[config.mk]
export PLATFORM = sky130hd
export DESIGN_NAME = nibble_seq_ctrl
export DESIGN_NICKNAME = d
export VERILOG_FILES = /design/src/rtl/nibble_ctrl_pkg.sv /design/src/rtl/nibble_cycle_cnt.sv /design/src/rtl/nibble_seq_ctrl.sv
export SDC_FILE = /design/constraint.sdc
export NUM_CORES = 1
export LEC_CHECK = 0
export ABC_AREA = 1
export CORE_MARGIN = 2
export CORE_UTILIZATION = 51
export DETAILED_ROUTE_END_ITERATION = 10
export PLACE_DENSITY = 0.81
export SYNTH_ARGS = -nofsm -noshare
export SYNTH_HDL_FRONTEND = slang
export SYNTH_SLANG_ARGS = --single-unit
[constraint.sdc]
create_clock -name clk -period 4.4 [get_ports clk]
set_input_delay 1.1 -clock clk [delete_from_list [all_inputs] [get_ports clk]]
set_output_delay 1.1 -clock clk [all_outputs]
set_load 0.01 [all_outputs]
[src/rtl/nibble_ctrl_pkg.sv]
// Shared encodings for the Nibble sequencing controller: FSM state codes and
// the width of the retired-instruction counter.
package nibble_ctrl_pkg;

  typedef enum logic [2:0] {
    S_IDLE   = 3'd0,
    S_FETCH  = 3'd1,
    S_DECODE = 3'd2,
    S_WB     = 3'd3,
    S_EXEC   = 3'd4,
    S_DONE   = 3'd5
  } state_t;

  localparam int OPC_W = 8;

endpackage

[src/rtl/nibble_cycle_cnt.sv]
// Phase counter for FETCH/EXEC: clears, holds while stalled, and flags the
// cycle on which the count equals the loaded terminal value.
module nibble_cycle_cnt #(
  parameter int W = 2
) (
  input  logic         clk,
  input  logic         reset,
  input  logic         i_clr,
  input  logic         i_hold,
  input  logic [W-1:0] i_last,
  output logic [W-1:0] o_cnt,
  output logic         o_tc
);

  logic [W-1:0] r_cnt;

  always_ff @(negedge clk or posedge reset) begin
    if (reset) begin
      r_cnt <= '0;
    end else if (!i_hold) begin
      r_cnt <= i_clr ? '0 : r_cnt + W'(1);
    end
  end

  assign o_cnt = r_cnt;
  assign o_tc  = (r_cnt == i_last);

endmodule

[src/rtl/nibble_seq_ctrl.sv]
// Nibble datapath sequencer: FETCH -> DECODE -> (WB) -> EXEC -> DONE, with
// chaining from EXEC straight into DECODE, stall freeze and a retire counter.
module nibble_seq_ctrl
  import nibble_ctrl_pkg::*;
#(
  parameter int OP_W         = 3,
  parameter int FETCH_CYCLES = 3,
  parameter int EXEC_CYCLES  = 4,
  parameter int WB_BIT       = 0,
  localparam int MAXC = (FETCH_CYCLES > EXEC_CYCLES) ? FETCH_CYCLES : EXEC_CYCLES,
  localparam int CW   = $clog2((MAXC > 2) ? MAXC : 2)
) (
  input  logic             clk,
  input  logic             reset,
  input  logic             start,
  input  logic [OP_W-1:0]  op,
  input  logic             stall,
  output logic             mux_X,
  output logic             mux_Y,
  output logic             ENA_1,
  output logic             ENA_2,
  output logic             out_we,
  output logic             busy,
  output logic             done,
  output logic [OPC_W-1:0] op_count,
  output logic [2:0]       dbg_state,
  output logic [OP_W-1:0]  dbg_op,
  output logic [CW-1:0]    dbg_cnt
);

  localparam logic [CW-1:0] F_LAST = CW'(FETCH_CYCLES - 1);
  localparam logic [CW-1:0] E_LAST = CW'(EXEC_CYCLES - 1);

  state_t            r_state;
  logic [OP_W-1:0]   r_op_q;
  logic [OPC_W-1:0]  r_op_count;
  logic              r_ena1, r_ena2, r_we, r_busy, r_done;

  state_t            w_next;
  logic [OP_W-1:0]   w_op_next;
  logic              w_retire;
  logic              w_hold;
  logic              w_cnt_clr;
  logic [CW-1:0]     w_last;
  logic [CW-1:0]     w_cnt;
  logic              w_tc;

  assign w_hold    = stall && (r_state inside {S_FETCH, S_DECODE, S_WB, S_EXEC});
  assign w_cnt_clr = !(r_state inside {S_FETCH, S_EXEC}) || w_tc;
  assign w_last    = (r_state == S_FETCH) ? F_LAST : E_LAST;

  nibble_cycle_cnt #(.W(CW)) u_cnt (
    .clk    (clk),
    .reset  (reset),
    .i_clr  (w_cnt_clr),
    .i_hold (w_hold),
    .i_last (w_last),
    .o_cnt  (w_cnt),
    .o_tc   (w_tc)
  );

  always_comb begin
    w_next    = r_state;
    w_op_next = r_op_q;
    w_retire  = 1'b0;
    case (r_state)
      S_IDLE: begin
        if (start) begin
          w_next    = S_FETCH;
          w_op_next = op;
        end
      end
      S_FETCH:  if (!stall && w_tc) w_next = S_DECODE;
      S_DECODE: if (!stall) w_next = r_op_q[WB_BIT] ? S_WB : S_EXEC;
      S_WB:     if (!stall) w_next = S_EXEC;
      S_EXEC: begin
        if (!stall && w_tc) begin
          w_retire = 1'b1;
          if (start) begin
            w_next    = S_DECODE;
            w_op_next = op;
          end else begin
            w_next = S_DONE;
          end
        end
      end
      S_DONE:  w_next = S_IDLE;
      default: w_next = S_IDLE;
    endcase
  end

  // Output flags are decoded from the next state so they are registered
  // alongside it; only the stall gating is applied combinationally.
  always_ff @(negedge clk or posedge reset) begin
    if (reset) begin
      r_state    <= S_IDLE;
      r_op_q     <= '0;
      r_op_count <= '0;
      r_ena1     <= 1'b0;
      r_ena2     <= 1'b0;
      r_we       <= 1'b0;
      r_busy     <= 1'b0;
      r_done     <= 1'b0;
    end else begin
      r_state <= w_next;
      r_op_q  <= w_op_next;
      if (w_retire && (r_op_count != '1)) begin
        r_op_count <= r_op_count + OPC_W'(1);
      end
      r_ena1 <= (w_next == S_FETCH);
      r_ena2 <= (w_next == S_WB) || (w_next == S_EXEC);
      r_we   <= (w_next == S_WB);
      r_busy <= (w_next != S_IDLE);
      r_done <= (w_next == S_DONE);
    end
  end

  assign mux_X     = r_op_q[1];
  assign mux_Y     = r_op_q[0];
  assign ENA_1     = r_ena1 && !stall;
  assign ENA_2     = r_ena2 && !stall;
  assign out_we    = r_we && !stall;
  assign busy      = r_busy;
  assign done      = r_done;
  assign op_count  = r_op_count;
  assign dbg_state = r_state;
  assign dbg_op    = r_op_q;
  assign dbg_cnt   = w_cnt;

endmodule

congestion.png
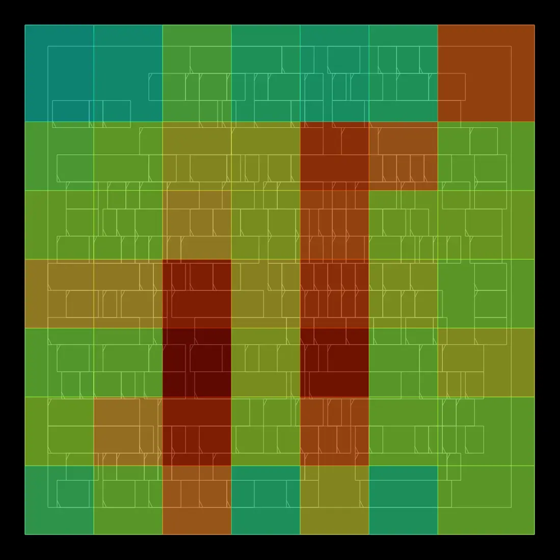
average wire length per cell after detail routing: 11.6 um
global-route track usage on met2: 41.3%

flops_by_reg.png
(10 px per um) Other sequential cells in the stronger gray, the rest of the logic in the fainter gray.
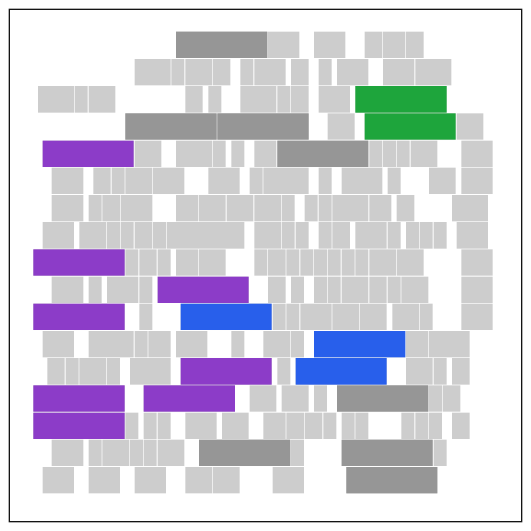
op_count -> purple  # placed flops 8
dbg_state -> blue  # placed flops 3
u_cnt.o_cnt -> green  # placed flops 2

==> impl.org <==
#+TITLE: Implementation results

** Outcome
- The flow ran to the end, and the final reports show no timing, DRC or antenna violations.

** Clock tree
- The clock tree has to reach 21 sinks.
- In this run the number of H-tree levels came out at 1.
- Clock tree root driver cell :: clkbuf_4
- Inserted Clock Buffers :: 3
- As reported, the later end of the worst-skew pair has a clock insertion delay of 0.29 ns.
- The number of hold buffers added after CTS was 0.
- Clock-pin slew on the worst setup and hold paths :: 0.08 ns

** Place
- OpenSTA, run right after detailed placement, puts the worst setup slack at -0.407 ns.
- Note, the detailed placer reported a final HPWL of 1990 um.
- In this run the cell area measured after placement is 1600 sq um.
- Weighted congestion at the end of routability-driven global placement :: 0.992

** Timing
- Remaining max-slew budget at the tightest pin :: 74.2%
- Across all setup checks in the final design, the least slack found is 0.0867 ns.

** GRT
- Number of antenna violations at the first check in global routing :: 0
- For met1 alone, demand over resource in global routing was 26.8%.
- For this run the aggregate overflow at the end of global routing stands at 0.
- For this run, global-route usage on met3 was measured as 2.63%.
- Maximum number of pins on one net before global-route repair :: 22

** Synth
- Synthesis instantiated 23 different standard cells from the library.
- Largest cells by area after synthesis :: dfrtn_1, nand2_1, inv_1
- Summed over its instances, the top area cell type makes up 46.5% of the synthesized netlist area.
- After synthesis, flip-flops and latches occupy 46.5% of the total area.
- The warning tally printed by Yosys for this design is 0.
- Sorting the Yosys area breakdown by cell type puts at the top dfrtn_1.
- Post-synth top cells :: nand2_1, inv_1, dfrtn_1
- Area reported by Yosys stat :: 1130 sq um
- The cell-mix breakdown from Yosys lists the adder-cell area share as 1.11%.
- Summing all multiplexer cells gives an area fraction of 0%.
- Area fraction in and, or, nand and nor cells :: 26.8%
- For reference, XOR and XNOR gates occupy 5.42% of the area reported after synthesis.

** Detailed routing
- Vias post-DR :: 1088
- Using the TritonRoute via totals, the vias-per-cell ratio works out to 4.88.
- Detailed-routed wire length on met2 :: 1360 um
- In the post-route report, total wirelength is listed as 2600 um.
- Total DRC errors in the routed layout :: 0
- The detailed router finished its first iteration with 17 violations.
- Number of detailed-route iterations in the first pass :: 4

** Critical path
- Worst reg2reg endpoint :: op_count[4]
- Worst Reg2Reg Path Length in Cells :: 11
- The timing report gives the biggest stage delay along the critical path as 0.44 ns.
- Looking at the reg2reg group, the worst path starts from dbg_state[1].
- The STA report counts the stages on the worst setup path as 1.
- Type of the worst setup path :: reg -> out
- According to the timing report, the critical path is launched from dbg_state[1].
- Worst Path Required :: 3.30 ns
- Per the post-run analysis, buffers plus inverters along the critical path come to 1.
- On the critical path, the stage with the largest delay is an instance of dfrtn_1.

** Layout
- The multi-input combinational cells in the finished layout cover a total of 495 sq um.
- The area taken by sequential standard cells is reported as 526 sq um.
- The flow measured a signed area growth from synthesis to layout of 43.9%.
- Non-Clock Buffer Area Fraction :: 27.1%
- There are 21 flip-flops and latches.
- Ratio of cells with drive above 1 in the final layout :: 23.6%
- Counting the fill cells in the layout gives 167.
- After layout, the buffer instance count without clock buffers stands at 54.
- According to the cell report, the number of logic gates is 89.
- Counting only logic cells after layout, the most numerous master is nand2_1.
- In the final layout, multi-input gates take up 30.4% of the cell area.
- Commonest cells after routing, fill and taps aside :: nand2_1, inv_1, buf_4
- The clock buffers instantiated in the layout total 3.

** Die
- Pin placement for this block handled 30 I/O pins.
- Effective utilization at floorplan :: 52.6%
- Well-tap cell count :: 28
- Row generation in the floorplan step produced 17 rows.
- Die Ht :: 51.1 um
- According to the floorplan report, the placeable core area is 2150 sq um.

** Pwr
- Combinational logic power :: 420 uW
- Internal Power :: 465 uW
- Part of the power in combinational logic :: 53.3%
- Clk pwr share :: 11.7%
- In this run, power in flip-flops and latches comes to 276 uW.
- For this design the static power due to leakage is 0.940 nW.
- Largest voltage drop on the vdd net :: 0.349 mV

** Run
- Tool Warnings :: 26

** Worst hold path
- STA shows the worst min-delay path finishing at dbg_op[2].
- The tightest min-delay check is of the reg -> reg type.
detail.png
Window x 26 to 51, y 26 to 51 um. Cells in gray, sequential cells in the stronger gray; small squares are vias.
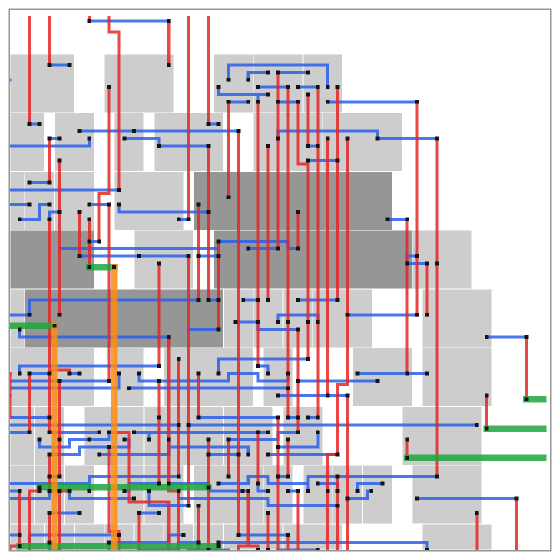
metal 3 -> green
metal 4 -> orange
metal 2 -> red
metal 1 -> blue
sequential cells in the window = 3
cells with their middle in the window = 46
netlist names of flops here include = u_cnt.o_cnt (2), dbg_op (1)
most frequent = nand2_1 (7), dlygate4sd2_1 (7), inv_1 (5)

logic_types.png
(6 px per um)
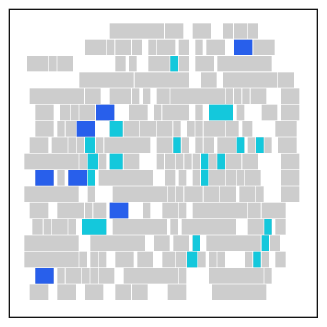
NOR gates -> cyan  # cells 19
XOR/XNOR gates -> blue  # cells 7

stage by stage:
stage,instances,TNS (ns),hold WS (ns),utilization (%),power [mW]
after floorplan,139,0,0.479,-,0.521
after CTS,223,0,0.447,76.0,0.784
final,223,0,0.441,75.8,0.788
after global placement,215,-3.66,0.430,74.4,0.708
after detailed placement,215,-4.27,0.450,74.4,0.729
after global routing,223,-0.0277,0.471,75.8,0.853
registers in the layout, indices dropped and copies added (netlist names):
signal       count
op_count         8
dbg_op           3
dbg_state        3
u_cnt.o_cnt      2
busy             1
done             1
r_ena1           1
r_ena2           1
r_we             1
what timing repair did:
action | CTS | global route
setup endpoints to repair | 26 | 4
gates resized | 25 | 8
setup buffers | 4 | 0
hold endpoints to repair | 0 | 0
pin swaps | 2 | 2
Power is estimated from default activity; no workload was simulated.
